File: src/rtl/decoder_pkg.sv
// ---------------------------------------------------------------------------
// decoder_pkg
//   Shared types and helpers for the registered 3-to-8 strobe decoder.
//   - state_t  : FSM states of decoder3to8_pulse (IDLE, PULSE, GAP)
//   - CODE_W   : width of an encoded line index
//   - LINES    : number of decoded output lines
//   - onehot8(): line index -> one-hot line vector
// ---------------------------------------------------------------------------
package decoder_pkg;

   localparam int CODE_W = 3;
   localparam int LINES  = 8;

   typedef enum logic [1:0] {
      IDLE  = 2'd0,
      PULSE = 2'd1,
      GAP   = 2'd2
   } state_t;

   function automatic logic [LINES-1:0] onehot8(input logic [CODE_W-1:0] code);
      logic [LINES-1:0] v;
      v       = '0;
      v[code] = 1'b1;
      return v;
   endfunction

endpackage

File: src/rtl/decoder3to8.sv
// ---------------------------------------------------------------------------
// decoder3to8
//   Purely combinational 3-to-8 decoder with enable; the receive-side mirror
//   of encoder8to3. Usable standalone.
//   Ports:
//     en    in  1  line selected; 0 forces all outputs low
//     code  in  3  encoded line index 0..7
//     out   out 8  one-hot line vector (all zeros when en=0)
// ---------------------------------------------------------------------------
module decoder3to8
   import decoder_pkg::*;
(
   input  logic              en,
   input  logic [CODE_W-1:0] code,
   output logic [LINES-1:0]  out
);

   assign out = en ? onehot8(code) : '0;

endmodule

File: src/rtl/decoder3to8_pulse.sv
// ---------------------------------------------------------------------------
// decoder3to8_pulse
//   Registered 3-to-8 decoder producing a PULSE_LEN-cycle one-hot strobe per
//   accepted code, followed by a one-cycle idle gap.
//   Optional feature: define DECODER_QUEUE_EN to add a one-entry skid register
//   so a code can be accepted while a strobe is in progress.
//   Ports:
//     clk        in  1  rising-edge clock
//     reset_n    in  1  asynchronous active-low reset
//     in_valid   in  1  code presented
//     in_ready   out 1  code can be accepted this cycle (registered state only)
//     in_code    in  3  encoded line index
//     in_en      in  1  code meaningful; 0 = no line selected (discarded)
//     out        out 8  one-hot strobe, zero when not pulsing
//     out_valid  out 1  registered |out
//     busy       out 1  PULSE or GAP, or skid occupied
// ---------------------------------------------------------------------------
module decoder3to8_pulse
   import decoder_pkg::*;
#(
   parameter int PULSE_LEN = 4
)
(
   input  logic              clk,
   input  logic              reset_n,
   input  logic              in_valid,
   output logic              in_ready,
   input  logic [CODE_W-1:0] in_code,
   input  logic              in_en,
   output logic [LINES-1:0]  out,
   output logic              out_valid,
   output logic              busy
);

   localparam int CNT_W = $clog2(PULSE_LEN + 1);
   // Counter preload: the edge that loads it is already the first strobe cycle.
   localparam logic [CNT_W-1:0] CNT_LOAD = CNT_W'(PULSE_LEN - 1);

   state_t            state, state_nxt;
   logic [CNT_W-1:0]  cnt, cnt_nxt;
   logic [LINES-1:0]  out_nxt;
   logic [LINES-1:0]  dec_in;
   logic              xfer;

   decoder3to8 u_dec (
      .en   (in_en),
      .code (in_code),
      .out  (dec_in)
   );

   assign xfer = in_valid & in_ready;

`ifdef DECODER_QUEUE_EN
   logic              skid_full, skid_full_nxt;
   logic [CODE_W-1:0] skid_code, skid_code_nxt;

   assign in_ready = !skid_full;
   assign busy     = (state != IDLE) || skid_full;
`else
   assign in_ready = (state == IDLE);
   assign busy     = (state != IDLE);
`endif

   always_comb begin
      state_nxt = state;
      cnt_nxt   = cnt;
      out_nxt   = out;
`ifdef DECODER_QUEUE_EN
      skid_full_nxt = skid_full;
      skid_code_nxt = skid_code;
`endif
      unique case (state)
         IDLE: begin
            // en=0 codes are consumed here without leaving IDLE.
            if (xfer && in_en) begin
               state_nxt = PULSE;
               out_nxt   = dec_in;
               cnt_nxt   = CNT_LOAD;
            end
         end
         PULSE: begin
            if (cnt == '0) begin
               state_nxt = GAP;
               out_nxt   = '0;
            end else begin
               cnt_nxt = cnt - CNT_W'(1);
            end
`ifdef DECODER_QUEUE_EN
            if (xfer && in_en) begin
               skid_full_nxt = 1'b1;
               skid_code_nxt = in_code;
            end
`endif
         end
         GAP: begin
            state_nxt = IDLE;
`ifdef DECODER_QUEUE_EN
            // A queued code wins; in_ready is low while the skid is full,
            // so the two branches never compete for the same edge.
            if (skid_full) begin
               state_nxt     = PULSE;
               out_nxt       = onehot8(skid_code);
               cnt_nxt       = CNT_LOAD;
               skid_full_nxt = 1'b0;
            end else if (xfer && in_en) begin
               state_nxt = PULSE;
               out_nxt   = dec_in;
               cnt_nxt   = CNT_LOAD;
            end
`endif
         end
         default: begin
            state_nxt = IDLE;
            out_nxt   = '0;
            cnt_nxt   = '0;
         end
      endcase
   end

   always_ff @(posedge clk or negedge reset_n) begin
      if (!reset_n) begin
         state     <= IDLE;
         cnt       <= '0;
         out       <= '0;
         out_valid <= 1'b0;
      end else begin
         state     <= state_nxt;
         cnt       <= cnt_nxt;
         out       <= out_nxt;
         out_valid <= |out_nxt;
      end
   end

`ifdef DECODER_QUEUE_EN
   always_ff @(posedge clk or negedge reset_n) begin
      if (!reset_n) begin
         skid_full <= 1'b0;
         skid_code <= '0;
      end else begin
         skid_full <= skid_full_nxt;
         skid_code <= skid_code_nxt;
      end
   end
`endif

endmodule

File: config.mk
export PLATFORM = sky130hd
export DESIGN_NAME = decoder3to8_pulse
export DESIGN_NICKNAME = d
export VERILOG_FILES = /design/src/rtl/decoder_pkg.sv /design/src/rtl/decoder3to8.sv /design/src/rtl/decoder3to8_pulse.sv
export SDC_FILE = /design/constraint.sdc
export NUM_CORES = 1
export LEC_CHECK = 0
export CORE_MARGIN = 4
export CORE_UTILIZATION = 43
export DETAILED_ROUTE_END_ITERATION = 6
export PLACE_DENSITY = 0.73
export SLEW_MARGIN = 20
export SYNTH_ARGS = -nofsm -noshare
export SYNTH_HDL_FRONTEND = slang
export SYNTH_HIERARCHICAL = 1
export SYNTH_SLANG_ARGS = --single-unit
File: constraint.sdc
create_clock -name clk -period 2.05 [get_ports clk]
set_clock_uncertainty 0.2 [all_clocks]
set_input_delay 0.41 -clock clk [delete_from_list [all_inputs] [get_ports clk]]
set_output_delay 0.41 -clock clk [all_outputs]
set_load 0.01 [all_outputs]
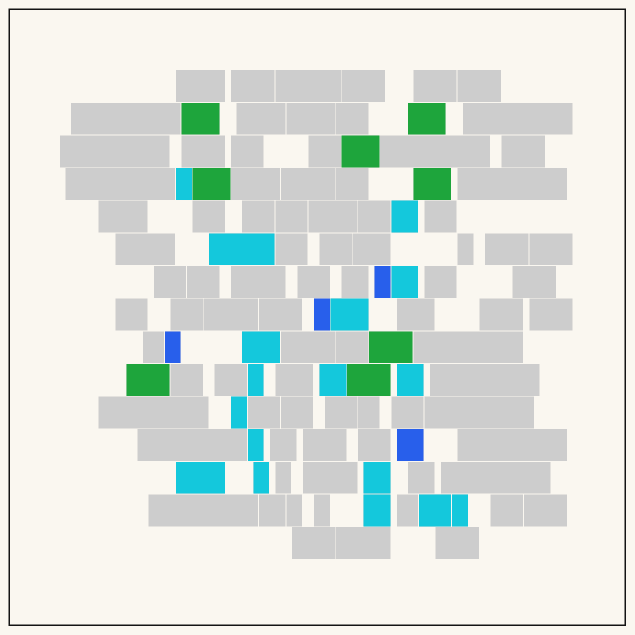
*Gate families picked out, run 1*
Drawn at 12 px/um.
- NOR gates: cyan (cells 17)
- NAND gates: blue (cells 4; where center)
- AND-OR and OR-AND gates: green (cells 8)
Final Non-Filler Cells: 138
logic share of the area: 36.73%
most frequent logic cell in the layout: buf_4

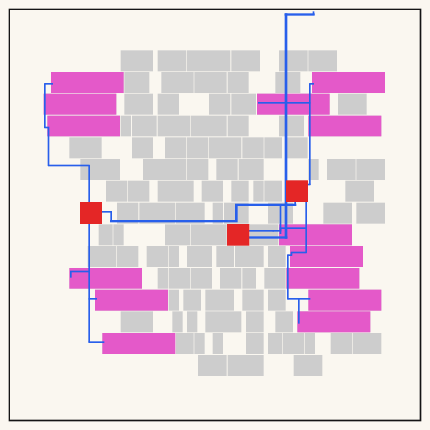
*Clock distribution, run 1*
Drawn at 8 px/um.
- cells driving clock nets: red (count 3)
- clock wires: blue (length 167 um)
- flip-flops: magenta (count 14)
- routed clock nets: 4

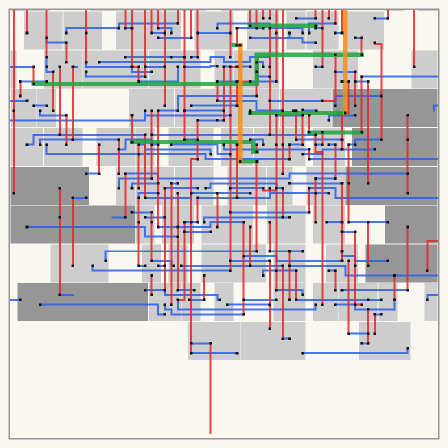
*Close-up of the layout, run 1*
Region (11, 0) to (41, 30) um. Cells in gray, sequential cells in the stronger gray; small squares are vias.
- met4: orange
- met3: green
- met1: blue
- met2: red
- sequential cells in the window: 7
- most frequent: buf_4 (9), dfrtp_1 (7), nor2_1 (5)
- netlist names of flops here include: cnt (3), out (2)
- cells with their middle in the window: 63

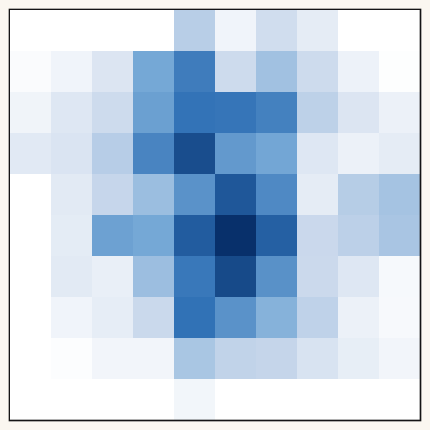
*Wire density map, run 1*
Drawn at 8 px/um. 10 x 10 tiles, from white (low) to dark blue (high), scaled to the fullest tile. Values are wire area over tile area, all layers added.
- densest ninth of the die: center
- fullest tile: 0.46
- nearly empty tiles: 22%
- mean over tiles: 0.12
- emptiest ninth of the die: south-west
- tiles over half the peak: 23%

==> impl_metrics.yaml, run 1 <==
# synthesis and place-and-route metrics
logic_synthesis:
  ys_seq_share_pct: 43.61
  ys_cells: 75
  synthesis.nets: 84
  synth-main-ff-cell: "dfrtp_1"
  synth.most_common_cell: "dfrtp_1"
  netlist_top_cells_count: "dfrtp_1 (14), nor2_1 (7), a22o_1 (5), nor2b_1 (5)"
cts:
  cts_made_buffers: 3
  clk_latency_ps: 280
final_layout:
  flop_area_um2: 350.3
  fill_cells: 135
  logic_gates: 55
  diodes: 0
  regMostFlops: "out"
  inverters: 4
  nClkBuffers: 4
route:
  drt_iter0_drc: 32
  routed.top_layer: "met4"
  routed_wl_um: 1937
  routed-wl-met2_um: 897
outcome:
  status: "finished, violations left"
  violations: "setup timing"
critical_path:
  worstPathCellList: "buf_8, and4b_2, or4_1, or4_1, a32oi_1, or3b_1"
  crit_path_end_kind: "register"
  cpMaxStageDelayCell: "or4_1"
sta:
  max_freq_ghz: 0.4455
  finalWorstSetupSlack_ps: -194.6
  setup_viol: 3
job:
  drv_cap: 0
  warning_count: 30
place:
  dp_worst_setup_slack_ps: -926.1
  dp_hpwl_um: 1484
  io_buffers: 17
global_routing:
  overflow: 0
  grtUsageTotal_pct: 16.53
pwr:
  largestPowerGroup: "combinational cells"
floorplanning:
  nWellTaps: 25
==> inputs of run 2 (changes only) <==
--- a/config.mk
+++ b/config.mk
@@ -7,6 +7,7 @@
 export LEC_CHECK = 0
 export CORE_MARGIN = 4
 export CORE_UTILIZATION = 43
+export CTS_CLUSTER_DIAMETER = 120
 export DETAILED_ROUTE_END_ITERATION = 6
 export PLACE_DENSITY = 0.73
 export SLEW_MARGIN = 20
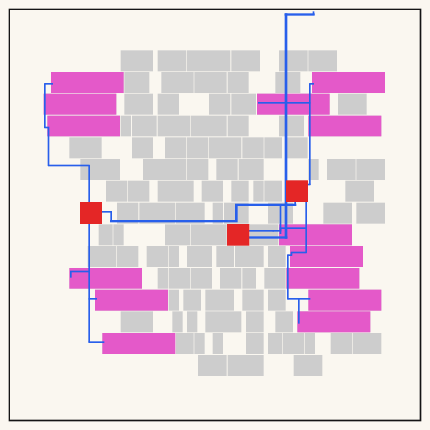
*Clock distribution, run 2*
Drawn at 8 px/um.
- cells driving clock nets: red (count 3)
- flip-flops: magenta (count 14)
- clock wires: blue (length 167 um)
- routed clock nets: 4

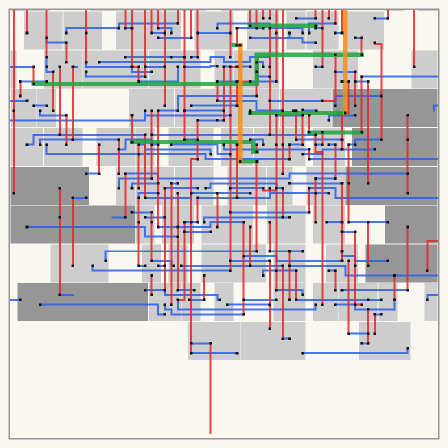
*Close-up of the layout, run 2*
Region (11, 0) to (41, 30) um. Cells in gray, sequential cells in the stronger gray; small squares are vias.
- met2: red
- met4: orange
- met3: green
- met1: blue
- cells with their middle in the window: 63
- sequential cells in the window: 7
- most frequent: buf_4 (9), dfrtp_1 (7), nor2_1 (5)
- netlist names of flops here include: cnt (3), out (2)

==> run 2 against run 1 <==
  * The flow still finishes with violations (setup timing)
  * First-iteration DRC count unchanged
  * Design area unchanged
  * Sequential power about the same
  * Routed wire length unchanged
  * Sequential share of layout area unchanged
  * Area after synthesis unchanged
  * Clock-buffer cell count unchanged
  * Combinational power about the same
  * Maximum frequency unchanged
  * Hold slack unchanged
  * Critical path type unchanged
==> impl_metrics.yaml, run 2 <==
# synthesis and place-and-route metrics
final_layout:
  lay_top_count: "buf_4"
  regMostFlops: "out"
  flop_area_um2: 350.3
  fill_cells: 135
  nClkBuffers: 4
  inverters: 4
  comb_area_share_pct: 36.73
  diodes: 0
  final_cells: 138
  logic_gates: 55
logic_synthesis:
  ys_seq_share_pct: 43.61
  synth-main-ff-cell: "dfrtp_1"
  synthXorXnorAreaFrac_pct: 0
  simple_gate_share_pct: 30.84
  synth.most_common_cell: "dfrtp_1"
  netlist_top_cells_count: "dfrtp_1 (14), nor2_1 (7), a22o_1 (5), nor2b_1 (5)"
  synthesis.nets: 84
place:
  io_buffers: 17
  dp_hpwl_um: 1484
sta:
  finalWorstSetupSlack_ps: -194.6
  setup_viol: 3
  max_freq_ghz: 0.4455
critical_path:
  r2r_setup_slack_ps: 100
  crit_path_end_kind: "register"
  worstPathCellList: "buf_8, and4b_2, or4_1, or4_1, a32oi_1, or3b_1"
  cpMaxStageDelayCell: "or4_1"
route:
  routed.top_layer: "met4"
  routed-wl-met2_um: 897
  drt_iter0_drc: 32
  route.met3.wl_um: 101
  routed_wl_um: 1937
pwr:
  largestPowerGroup: "combinational cells"
global_routing:
  grtUsageTotal_pct: 16.53
  overflow: 0
floorplanning:
  nWellTaps: 25
  rows: 15
outcome:
  status: "finished, violations left"
  violations: "setup timing"
job:
  drv_cap: 0
  warning_count: 30
cts:
  cts_made_buffers: 3
  clk_latency_ps: 280
  clock_path_buffers: 2
hold_path:
  holdCritPathClass: "in2async"
==> inputs of run 3 (changes only) <==
--- a/config.mk
+++ b/config.mk
@@ -10,6 +10,7 @@
 export CTS_CLUSTER_DIAMETER = 120
 export DETAILED_ROUTE_END_ITERATION = 6
 export PLACE_DENSITY = 0.73
+export SETUP_SLACK_MARGIN = 0.2
 export SLEW_MARGIN = 20
 export SYNTH_ARGS = -nofsm -noshare
 export SYNTH_HDL_FRONTEND = slang
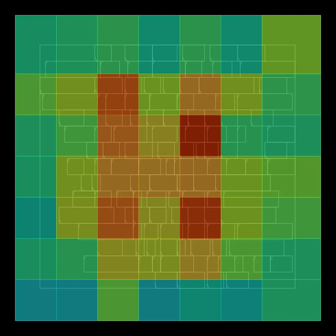
*Routing congestion map, run 3*
most used routing layer: met2
GRT met1 Usage: 22.30%
Final Util: 71.68%
average wire per standard cell: 14.01 um
GR Util met2: 25.54%

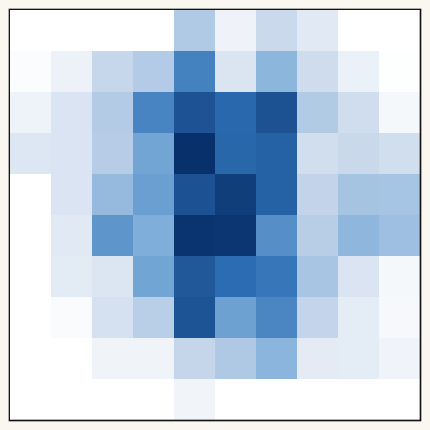
*Wire density map, run 3*
Drawn at 8 px/um. 10 x 10 tiles, from white (low) to dark blue (high), scaled to the fullest tile. Values are wire area over tile area, all layers added.
- tiles over half the peak: 24%
- mean over tiles: 0.12
- emptiest ninth of the die: south-west

==> run 3 against run 2 <==
  * Non-clock buffer count rose by 4
  * Routed wire length up 2.7%
  * Setup slack worse by 29 ps
  * The run still ends with setup timing left
  * Die area is the same
  * Largest power group unchanged
  * Clock-buffer cell count is the same
  * Sequential share of layout area decreased by 1.4 points
  * Total power increased by 4.2%
  * Utilization up 3.4 points
  * Global-route usage grew 0.12 points
  * Critical path depth stayed put
  * Design area rose by 4.9%
==> impl_metrics.yaml, run 3 <==
# synthesis and place-and-route metrics
pwr:
  pwr_density_cell_nw_per_um2: 1098
  power_frac_clock_pct: 13.8
  largestPowerGroup: "combinational cells"
sta:
  finalWorstSetupSlack_ps: -223.8
  setup_viol: 3
critical_path:
  worstPathCellList: "buf_8, and4b_2, or4_1, or4_1, a32oi_1, or3b_1"
  crit_path_end_kind: "register"
  r2r_setup_slack_ps: 140
  cpMaxStageDelayCell: "or4_1"
  timing.rr.end: "out_valid"
final_layout:
  fill_cells: 124
  diodes: 0
  flop_area_um2: 350.3
  regMostFlops: "out"
  final_cells: 142
  logic_gates: 55
  comb_area_share_pct: 35.90
  seq_area_share_pct: 28.00
  lay_top_count: "buf_4"
job:
  drv_cap: 0
  warning_count: 30
place:
  io_buffers: 17
  dp_worst_setup_slack_ps: -926.1
  dp_hpwl_um: 1484
route:
  routed.top_layer: "met4"
  routed-wl-met2_um: 950
  routed_wl_um: 1989
  drt_iter0_drc: 11
global_routing:
  grtUsageTotal_pct: 16.66
  overflow: 0
logic_synthesis:
  synth.most_common_cell: "dfrtp_1"
  ys_seq_share_pct: 43.61
  netlist_top_cells_count: "dfrtp_1 (14), nor2_1 (7), a22o_1 (5), nor2b_1 (5)"
  ys_cells: 75
  ys_types: 27
  synth-main-ff-cell: "dfrtp_1"
  synthXorXnorAreaFrac_pct: 0
  synthesis.nets: 84
  synth_flops: 14
cts:
  cts_made_buffers: 3
  clk_latency_ps: 270
  clock_path_buffers: 2
floorplanning:
  rows: 15
outcome:
  violations: "setup timing"
  status: "finished, violations left"
Power figures rest on the tool's default switching activity, not on a simulated workload.
